--- config.mk ---
export PLATFORM = sky130hd
export DESIGN_NAME = alu_issue_unit
export DESIGN_NICKNAME = d
export VERILOG_FILES = /design/src/rtl/alu_pkg.sv /design/src/rtl/alu_result_fifo.sv /design/src/rtl/alu_issue_unit.sv
export SDC_FILE = /design/constraint.sdc
export NUM_CORES = 1
export LEC_CHECK = 0
export CAP_MARGIN = 20
export CORE_MARGIN = 4
export CORE_UTILIZATION = 28
export CTS_BUF_LIST = sky130_fd_sc_hd__clkbuf_8 sky130_fd_sc_hd__clkbuf_16
export DETAILED_ROUTE_END_ITERATION = 12
export PLACE_DENSITY = 0.5
export SLEW_MARGIN = 20
export SYNTH_ARGS = -nofsm -noshare
export SYNTH_HDL_FRONTEND = slang
export SYNTH_SLANG_ARGS = --single-unit
--- constraint.sdc ---
create_clock -name clk -period 2.1 [get_ports clk]
set_input_delay 0.42 -clock clk [delete_from_list [all_inputs] [get_ports clk]]
set_output_delay 0.42 -clock clk [all_outputs]
set_load 0.05 [all_outputs]
--- src/rtl/alu_pkg.sv ---
// Shared definitions for the ALU issue front end.
// Op codes, FSM state type and the expected-value model.
package alu_pkg;

    localparam int OP_W   = 3;
    localparam int DATA_W = 32;

    localparam logic [OP_W-1:0] OP_ADD = 3'd0;
    localparam logic [OP_W-1:0] OP_SUB = 3'd1;
    localparam logic [OP_W-1:0] OP_AND = 3'd2;
    localparam logic [OP_W-1:0] OP_OR  = 3'd3;
    localparam logic [OP_W-1:0] OP_SRL = 3'd4;
    localparam logic [OP_W-1:0] OP_SRA = 3'd5;

    typedef enum logic {
        IDLE,
        EXEC
    } state_t;

    // Expected ALU result; illegal codes yield zero.
    function automatic logic [DATA_W-1:0] alu_ref(
        input logic [DATA_W-1:0] a,
        input logic [DATA_W-1:0] b,
        input logic [OP_W-1:0]   op
    );
        logic [DATA_W-1:0] r;
        r = '0;
        case (op)
            OP_ADD: r = a + b;
            OP_SUB: r = a - b;
            OP_AND: r = a & b;
            OP_OR:  r = a | b;
            OP_SRL: r = a >> b[4:0];
            OP_SRA: r = DATA_W'($signed(a) >>> b[4:0]);
            default: r = '0;
        endcase
        return r;
    endfunction

endpackage

--- src/rtl/alu_result_fifo.sv ---
// Circular result buffer, DEPTH entries of WIDTH bits.
// Pops on an empty buffer are ignored.
module alu_result_fifo #(
    parameter int WIDTH = 36,
    parameter int DEPTH = 2
) (
    input  logic                     clk,
    input  logic                     rst_n,
    input  logic                     push,
    input  logic [WIDTH-1:0]         push_data,
    input  logic                     pop,
    output logic [WIDTH-1:0]         head,
    output logic [$clog2(DEPTH):0]   count
);

    localparam int AW = $clog2(DEPTH);

    logic [WIDTH-1:0] mem [DEPTH];
    logic [AW-1:0]    wr_ptr;
    logic [AW-1:0]    rd_ptr;
    logic             do_pop;

    assign do_pop = pop && (count != '0);
    assign head   = mem[rd_ptr];

    // Storage, power-of-two pointers wrap naturally, occupancy count.
    always_ff @(posedge clk or negedge rst_n) begin
        if (!rst_n) begin
            for (int i = 0; i < DEPTH; i++) begin
                mem[i] <= '0;
            end
            wr_ptr <= '0;
            rd_ptr <= '0;
            count  <= '0;
        end else begin
            if (push) begin
                mem[wr_ptr] <= push_data;
                wr_ptr      <= wr_ptr + 1'b1;
            end
            if (do_pop) begin
                rd_ptr <= rd_ptr + 1'b1;
            end
            case ({push, do_pop})
                2'b10:   count <= count + 1'b1;
                2'b01:   count <= count - 1'b1;
                default: count <= count;
            endcase
        end
    end

endmodule

--- src/rtl/alu_issue_unit.sv ---
// Flow-controlled requester in front of the combinational alu.
// Optional ALU_CHECK_EN adds a sticky reference-model check.
module alu_issue_unit
    import alu_pkg::*;
#(
    parameter int WIDTH = 32,
    parameter int DEPTH = 2,
    parameter int CNT_W = 16
) (
    input  logic             clk,
    input  logic             rst_n,
    input  logic             in_valid,
    output logic             in_ready,
    input  logic [WIDTH-1:0] in_a,
    input  logic [WIDTH-1:0] in_b,
    input  logic [OP_W-1:0]  in_op,
    output logic [WIDTH-1:0] alu_a,
    output logic [WIDTH-1:0] alu_b,
    output logic [OP_W-1:0]  alu_op,
    input  logic [WIDTH-1:0] alu_c,
    output logic             out_valid,
    input  logic             out_ready,
    output logic [WIDTH-1:0] out_c,
    output logic [OP_W-1:0]  out_op,
    output logic             out_err,
    output logic [CNT_W-1:0] op_count,
    output logic             mismatch
);

    localparam int CW = $clog2(DEPTH) + 1;
    localparam int EW = WIDTH + OP_W + 1;
    localparam logic [CW-1:0] FULL = CW'(DEPTH);

    state_t          state;
    state_t          state_nx;
    logic [CW-1:0]   count;
    logic            accept;
    logic            push;
    logic            legal;
    logic [EW-1:0]   push_data;
    logic [EW-1:0]   head;

    assign accept = in_valid && in_ready;
    assign legal  = (alu_op <= OP_SRA);

    assign push_data = {~legal, alu_op,
                        legal ? alu_c : {WIDTH{1'b0}}};

    assign out_valid = (count != '0);
    assign out_err   = head[EW-1];
    assign out_op    = head[WIDTH +: OP_W];
    assign out_c     = head[WIDTH-1:0];

    // State register.
    always_ff @(posedge clk or negedge rst_n) begin
        if (!rst_n) begin
            state <= IDLE;
        end else begin
            state <= state_nx;
        end
    end

    // Next state, request handshake and buffer push.
    always_comb begin
        state_nx = state;
        in_ready = 1'b0;
        push     = 1'b0;
        unique case (state)
            IDLE: begin
                in_ready = (count < FULL);
                if (in_valid && (count < FULL)) begin
                    state_nx = EXEC;
                end
            end
            EXEC: begin
                push     = 1'b1;
                state_nx = IDLE;
            end
        endcase
    end

    // ALU operand registers change only on accept.
    always_ff @(posedge clk or negedge rst_n) begin
        if (!rst_n) begin
            alu_a  <= '0;
            alu_b  <= '0;
            alu_op <= '0;
        end else if (accept) begin
            alu_a  <= in_a;
            alu_b  <= in_b;
            alu_op <= in_op;
        end
    end

    // Completed-operation counter, wraps at full scale.
    always_ff @(posedge clk or negedge rst_n) begin
        if (!rst_n) begin
            op_count <= '0;
        end else if (push) begin
            op_count <= op_count + 1'b1;
        end
    end

    alu_result_fifo #(
        .WIDTH (EW),
        .DEPTH (DEPTH)
    ) u_fifo (
        .clk       (clk),
        .rst_n     (rst_n),
        .push      (push),
        .push_data (push_data),
        .pop       (out_ready),
        .head      (head),
        .count     (count)
    );

`ifdef ALU_CHECK_EN
    logic [WIDTH-1:0] expect_c;

    assign expect_c = WIDTH'(alu_ref(DATA_W'(alu_a),
                                     DATA_W'(alu_b),
                                     alu_op));

    // Sticky flag on any legal-op disagreement at capture.
    always_ff @(posedge clk or negedge rst_n) begin
        if (!rst_n) begin
            mismatch <= 1'b0;
        end else if (state == EXEC && legal
                     && alu_c != expect_c) begin
            mismatch <= 1'b1;
        end
    end
`else
    assign mismatch = 1'b0;
`endif

endmodule

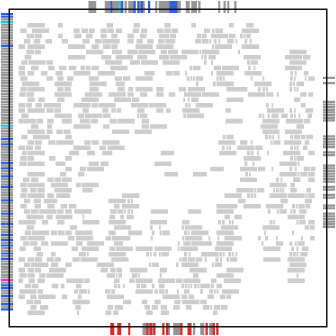
pins.png
Pins as bars across the die edge, other pins in gray.
`out_ready` -> magenta  # pins 1, direction input, edge west
`alu_a` -> blue  # pins 32, direction output, edge 22 west, 10 north
`op_count` -> red  # pins 16, direction output, edge south
`in_op` -> cyan  # pins 3, direction input, edge 2 west, 1 north
all pins by edge = 112 west, 47 north, 36 east, 30 south

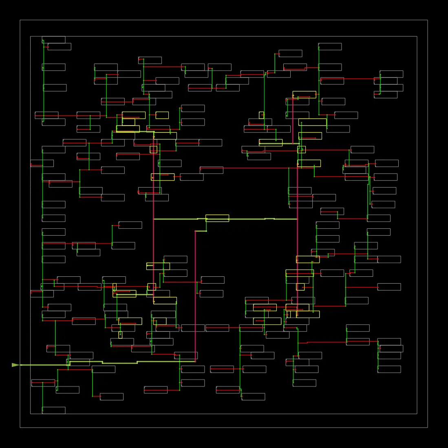
final_clocks.png
Clock net power: 3.18 mW
clock sinks: 160

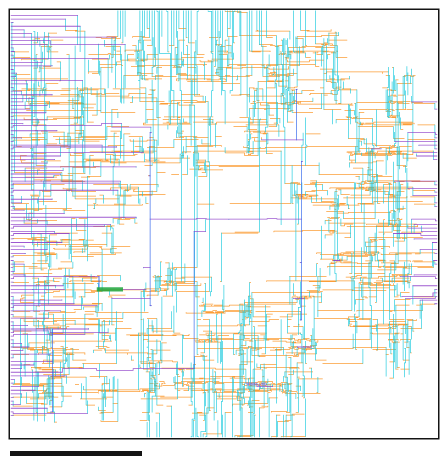
metal_stack.png
The bar under the picture is 50 um long.
met1 -> orange  # wire length 7340 um
met5 -> green  # wire length 8.30 um
met4 -> blue  # wire length 232 um
met2 -> cyan  # wire length 8340 um
met3 -> purple  # wire length 2030 um

==> deck_impl_summary.md <==
Key Metrics from the Run

Power and ir drop
  • Switching portion of total power: 0.457
  • Power Density: 1930 nW/um^2
  • Peak VDD IR: between 1 and 1.5 mV
  • Logic gate share of total power: 0.550
  • Clock power frac: 0.168
  • Combinational Power: 10.4 mW
  • Largest power group: combinational cells
  • Seq power: 5.34 mW
  • Int Power: 10.3 mW
  • Switching power: 8.64 mW
  • Power share of the sequential group: 0.282
  • Power Total: 18.9 mW
  • Leakage: 4.41 nW

Clock network
  • Clk buf depth: 2
  • CTS Root Cell: clkbuf_16
  • PostCTS Resize Cnt: 10
  • Worst-Skew Late Latency: 0.41 ns
  • CTS tree: yes
  • # hold bufs at CTS: 1
  • TritonCTS Buffers: 17
  • Clock Pin Slew Worst Setup and Hold Paths: about 0.060 ns
  • Post-CTS Setup Inserts: 0
  • H-tree depth: 4

Final timing
  • Min cycle time layout: 2.06 ns
  • RSZ-0062 raised after global routing: true
  • TNS Setup: 0 ns
  • Tcrit/Tclk final: 0.982
  • Clock Skews: 0.00875 ns
  • Tightest Pin Transition: 0.598 ns
  • Slew headroom: 0.601
  • Final hold violations: 0
  • Count of final setup violators: 0
  • Final slew viol count: 0
  • Fmax: 485 MHz

Layout
  • Repair and plain buffers: roughly 240
  • Max reg flops: about 70
  • Largest reg by FF count: u_fifo.mem
  • Area-dominant class: registers
  • Inverters: 2
  • # diodes: 0
  • Final-stage net count: ~850
  • Final instance count without filler cells: 1071
  • Area Overhead vs Synth: 48.2%
  • Top cells excl fill/tap: clkdlybuf4s50_1 (163), dfrtp_1 (159), nand2_1 (105)
  • Regs by FF count: u_fifo.mem: 72 flops, alu_a: 32 flops, alu_b: 32 flops
  • Logic area: 2390 um^2
  • Clock buf/inv share: 0.0621
  • Multi-input gates: 330
  • # fillers: 2143
  • Ratio of cells with drive above 1 in the final layout: 0.266
  • Flops: 160
  • Dominant logic cell type in the layout: clkdlybuf4s50_1
  • Sequential share of cell area: 0.410
  • CLK BUF: 20
  • Comb area share: 0.245
  • Buffer share of cell area: 0.243
  • FF/Latch Area: 4010 um^2

Setup path
  • Worst-path maximum fanout: 36
  • Critical Path RT: 1.68 ns
  • Critical path data arrival time: 1.64 ns
  • Crit path launch type: flop
  • Worst R2R Start: state
  • End point of the critical path: out_c[8]
  • Slowest cell on crit path: dfrtp_2
  • Crit path launch: u_fifo.rd_ptr
  • Crit Reg-Reg Endpoint: u_fifo.mem[55]
  • R2R Setup Slk: 0.33 ns
  • Worst reg-to-reg path cell count: 4
  • Largest stage delay on the critical path: 0.39 ns
  • Crit. End Element: output pin
  • Crit path kind: flop to output pin
  • Cell Chain, Critical Path: buf_12 > mux2_2 > buf_4

Logic synthesis
  • Syn Std Cell Area: around 6600 um^2
  • Biggest area consumer among synthesized cells: dfrtp_1
  • Mux frac, synth: 0.199
  • Yosys aoi share: 0.0501
  • Comb area leader: multiplexers
  • Mapped Nets: 632
  • Sequential share of the synthesized area: 0.607
  • XORs/XNORs by Area: 0.0265
  • Ys cells: approximately 530
  • Synthesized instance count: roughly 530
  • Syn Area/Cell: ~13 um^2
  • FF+latch count, synth: 160
  • Synth top area share: 0.607
  • Yosys Warn Count: 0
  • Top cell type by instance count after synthesis: dfrtp_1
  • Synth area leaders: dfrtp_1 (61%), mux2_2 (16%), nand2_1 (6.0%)
  • Library cells used by synthesis: 26
  • Post-synth EDFFs: 0
  • Most used DFF post-synth: dfrtp_1
  • Area reported by Yosys stat: 6600 um^2
  • Simple share: 0.0829
  • Commonest cells in the synthesized netlist: dfrtp_1 (160), nand2_1 (106), mux2_2 (91)
  • Async S/R FF share, synth: 1.00
  • Adder Area Share: 0.00379

Routing
  • Iter 0 DRT Violations: ~190
  • Drt wl/cell: between 15 and 20 um
  • DRC: 0
  • Antenna-violating nets left: 0
  • Vias per inst: 4.39
  • WL final: 18000 um
  • Vias: 4700
  • DRT Pass-1 Iters: 8

Outcome
  • Outcome: finished, final reports clean

Global route
  • First-pass GRT wire length: 28500 um
  • Overall Global Routing Usage: 0.139
  • Largest net degree at the start of global routing: between 50 and 60
  • Initial antenna violation count: 1
  • Total congestion overflow: 0
  • Vias in the first global route: 5278

Flow run
  • Max-Cap Viols: 0
  • Log Warnings: 28

Place
  • Port bufs: roughly 220
  • Placed insts: 1039
  • Dpl hpwl: approximately 13000 um
  • Gpl congestion: 0.760

Floorplanning
  • Core area: around 23000 um^2
  • Die width: 162 um
  • Die area: about 26000 um^2
  • N_taps: 313
  • Fp_density: 0.288
  • I/O pin count: about 230
  • Num rows: ~55
  • Die H: 162 um

Min path
  • HP Start: u_fifo.mem[27]
  • Hold Path End: u_fifo.mem[27]
  • Hold Crit Depth: 2
  • Hold Path Class: flop to flop
-- layer usage --
layer | global-route usage | share of wire
met4 | 0.0388 | 0.013
met2 | 0.223 | 0.46
met3 | 0.0725 | 0.11
met1 | 0.163 | 0.41
met5 | 0 | 0.00045
-- stage by stage --
step,hold slack [ns],setup WS [ns],util,instance area [um^2]
6_report,0.476,0.0387,0.427,9780
4_1_cts,0.479,-0.00615,0.424,9720
3_5_place_dp,0.408,0.231,0.397,9100
5_1_grt,0.501,-0.0268,0.427,9780
3_3_place_gp,0.401,0.253,0.397,9100
2_1_floorplan,0.124,0.101,-,6600
-- critical path, delay by kind of cell (launching register included) --
kind                   cells  cell delay (ns)
buffers and inverters      2             0.44
DFF                        1             0.39
muxes                      1             0.38
Power and IR drop assume default switching activity.
